==> config.mk <==
export PLATFORM = sky130hd
export DESIGN_NAME = plcp_header_decoder
export DESIGN_NICKNAME = d
export VERILOG_FILES = /design/src/rtl/plcp_header_decoder.sv
export SDC_FILE = /design/constraint.sdc
export NUM_CORES = 1
export LEC_CHECK = 0
export CAP_MARGIN = 20
export CORE_MARGIN = 3
export CORE_UTILIZATION = 35
export DETAILED_ROUTE_END_ITERATION = 16
export PLACE_DENSITY = 0.5
export SLEW_MARGIN = 20
export SYNTH_ARGS = -nofsm -noshare
export SYNTH_HDL_FRONTEND = slang
export SYNTH_SLANG_ARGS = --single-unit
==> constraint.sdc <==
create_clock -name clock -period 5.65 [get_ports clock]
set_input_delay 0.8475 -clock clock [delete_from_list [all_inputs] [get_ports clock]]
set_output_delay 0.8475 -clock clock [all_outputs]
set_load 0.1 [all_outputs]
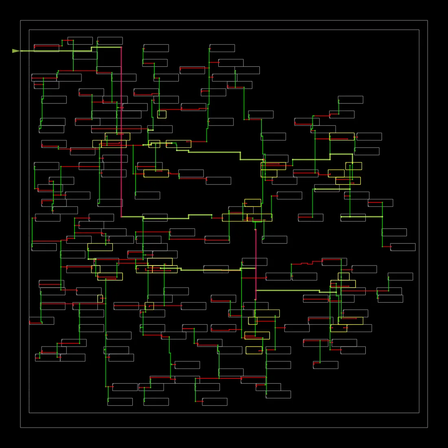
Figure 1: clock routing.
Setup Skew: 15.2 ps
worst-skew pair later-pin latency: 430 ps
seq_cells: 153
total CTS buffers: 17

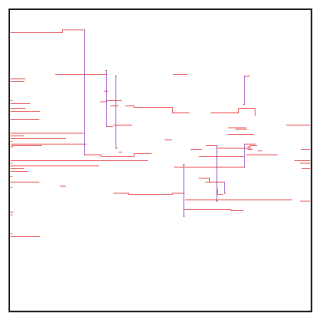
Figure 2: routed metal, one color a layer.
Drawn at 2 px/µm. Only two layers are drawn.
layer	color	wire length
metal 4	purple	212 µm
metal 3	red	876 µm
wire per inst: 18.4 µm
Routed Wire Length: 17.5 mm
gr usage total: 16.3%
Vias: 5212

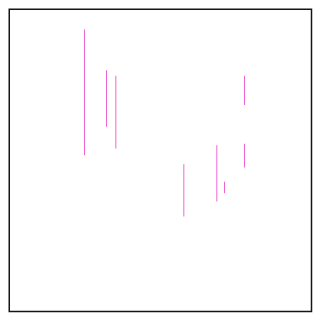
Figure 3: signal wires on met4.
Drawn at 2 px/µm.
main direction	vertical
nets with wire on the layer	8
longest straight run	62.6 µm

==> out/metrics.cfg <==
[outcome]
status=finished clean

[power]
powerDensity_nw_per_um2=287

[placement]
place_congestion=0.848
placed_area_um2=8000

[job]
cap_viol_max_count=0

[critical_path]
worstPathMaxFanout=16
setup.worst_path.start_class=input port
cp-end-kind=flop
cp_num_buf_inv=1
r2r_setup_slack_ps=2790
reg2reg_depth=6

[yosys]
fp_nets=639
flop_cell=dfrtp_1
ys.flops=153
avgSynthCellArea_um2=11.6
yosys_warnings=0
synth_area_um2=7290

[timing]
period_used_pct=64.6
worstMarginPinSlew_ps=1090
slew_violations=0
hold_viol=0
fmaxAchievable_mhz=274
setup_violations=0
grt_setup_unrepaired=no

[floorplanning]
die_h_um=150
coreArea_um2=20400

[drt]
vias_per_cell=5.47
final_antenna_net_count=0
dr.pass1.iters=5

[finish]
utilization_pct=42.3
fin_area_um2=8610
logic_area_um2=3220
layout.nets=680
stdcell_count=953

[clock_network]
htree_num_levels=4
cts_resized=0

[global_route]
overflow=0
antenna_found_initial=0

## Yosys cell counts, types with 9 or more instances
master	count	area, µm²
a21oi_1	20	100
clkbuf_1	19	71.3
dfrtp_1	153	3830
inv_1	30	113
mux2_2	82	923
mux2i_1	20	200
nand2_1	26	97.6
nand3_1	15	75.1
nand4_1	22	138
nor2_1	37	139
nor3_1	9	45.0
o211ai_1	9	67.6
o21ai_0	16	80.1
xor2_1	17	149
## cell type report
cell class / count / area share [%]
Multi-Input combinational cell: 417 / 37.4
Clock inverter: 15 / 2.15
Inverter: 30 / 1.39
Clock buffer: 17 / 4.94
Sequential cell: 153 / 44.5
Tap cell: 270 / 3.92
Timing Repair Buffer: 51 / 5.70
## report_power, final
group	internal, mW	switching, mW
clock	0.598	0.545
sequential	1.15	0.0436
combinational	0.0661	0.0700
total	1.81	0.659
## cell usage in the layout (no fill, tap or decap), drive strengths merged, types with 6 or more instances in the layout
master / n
nor4: 10
ha: 6
a21oi: 21
a31oi: 6
buf: 8
nand2: 26
nand4: 22
dfrtp: 153
o21ai: 18
clkinv: 10
clkdlybuf4s50: 43
o22a: 7
inv: 35
xor2: 17
nand3: 15
nor2: 37
o31ai: 8
mux2i: 20
o211ai: 9
and2: 6
nor2b: 7
o41ai: 6
a22oi: 8
nor3: 10
mux2: 88
clkbuf: 17
## worst register-to-register path, delay by kind of cell (launching register included)
| kind | cells | cell delay [ps] |
|---|---|---|
| flops | 1 | 690 |
| compound gates | 2 | 310 |
| buf+inv | 2 | 690 |
| simple gates | 2 | 1100 |
## routing by layer
metal	routed length, µm	up-vias	share of wire (%)	track usage (%)
met2	8350	100	48	25.8
met1	8090	2674	46	21.8
met5	0	-	0	0
li1	-	2418	-	-
met4	211	0	1.2	5.17
met3	875	20	5.0	4.55
## cells by family after synthesis
group                    count (synthesis)  synth area share [%]
flip-flops                             153                  52.5
multiplexers                           108                  16.4
XOR/XNOR                                21                  2.52
AND/OR/NAND/NOR                        164                  12.7
AND-OR/OR-AND                          118                  11.5
buffers and inverters                   59                  3.36
adder cells (fa/ha/maj)                  6                  1.03
